### Met1 routing

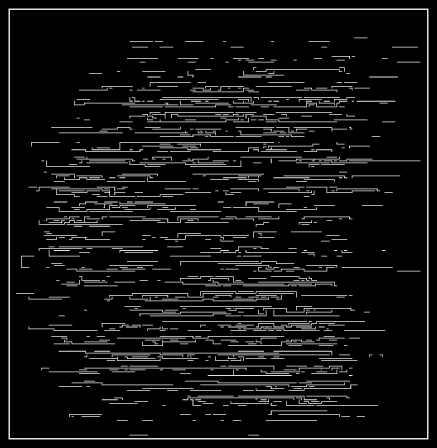
### Met2 routing

Scale bar: 20 um.
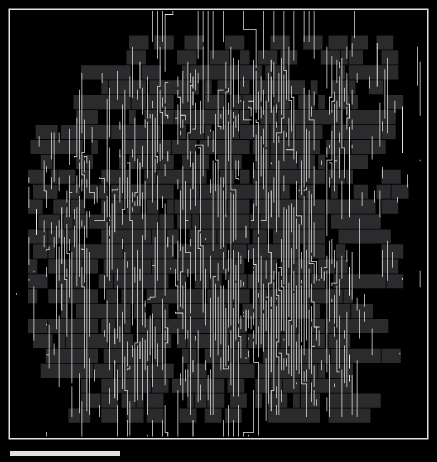
### Met3 routing

Scale bar: 20 um.
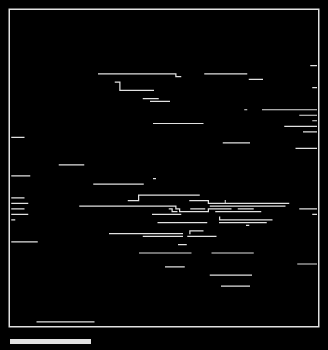
### Routing congestion

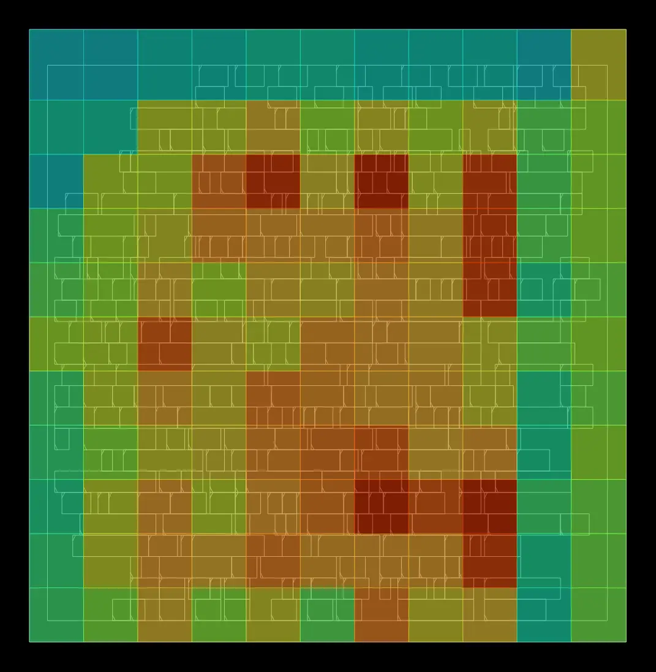
Design memlog_dump_ctrl, sky130hd; sources not shown.
==> flow_metrics.env <==
# flow metrics
export IMPL_tapCellCount=70
export IMPL_setup_ws_ps=-631
export IMPL_largest_reg_flops=16
export IMPL_coreArea_um2=5040
export IMPL_hold_path_cell_count=1
export IMPL_clock_area_frac=0.0314
export IMPL_violations="negative setup slack"
export IMPL_wl_met2_um=3500
export IMPL_critPathRequiredTime_ps=1280
export IMPL_status="complete, but fails checks"
export IMPL_p_sw_w=0.00101
export IMPL_die_h_um=78
export IMPL_max_freq_mhz=413
export IMPL_crit_family="simple AND/OR/NAND/NOR gates"
export IMPL_combPwrFrac=0.396
export IMPL_antenna_left=0
export IMPL_worst_pin_slew_ps=617
export IMPL_chipArea_um2=5930
export IMPL_syn_area_per_cell_um2=9.44
export IMPL_cts_hold_buf=1
export IMPL_die_w_um=76
export IMPL_boundaryPins=53
export IMPL_largest_class="logic gates"
export IMPL_seq_share=0.285
export IMPL_htree_levels=2
export IMPL_area_leaders="dfrtp_1 (44%), nand2_1 (3.7%), nor2_1 (3.7%), nand3_1 (3.5%), ha_1 (3.2%)"
export IMPL_synth_area_leader_cell="dfrtp_1"
export IMPL_grt_pass1_vias=2188
export IMPL_num_nonclk_inverters=8
export IMPL_flop_area_um2=1040
export IMPL_postLayoutCellArea_um2=3660
export IMPL_path_buffers=1
export IMPL_finalSetupViolations=36
export IMPL_clock_latency_ps=300
export IMPL_cts_setup_buffers=16
export IMPL_power_combinational_w=0.00121
export IMPL_drc_errors=0
export IMPL_seq_cells=41
export IMPL_ir_drop_v=0.000743
export IMPL_r2r_slack_ps=-300
export IMPL_top_cell="dfrtp_1"
About 'Met1 routing':
longest straight run: 29.4 um
wire length on this layer: 3000 um
nets with wire on the layer: 319
vias post-DR: 2322
M1 GR Usage: 0.311
WL final: 7020 um

About 'Met2 routing':
wire length on this layer: 3500 um
nets with wire on the layer: 312
longest straight run: 29.6 um
met2 Usage GRT: 0.361

About 'Met3 routing':
main direction: horizontal
longest straight run: 23.7 um
met3 Use GR: 0.0442

About 'Routing congestion':
most used routing layer: met2
routed len/inst: 17.5 um
utilization after layout: 0.727
GRT Util Overall: 0.232

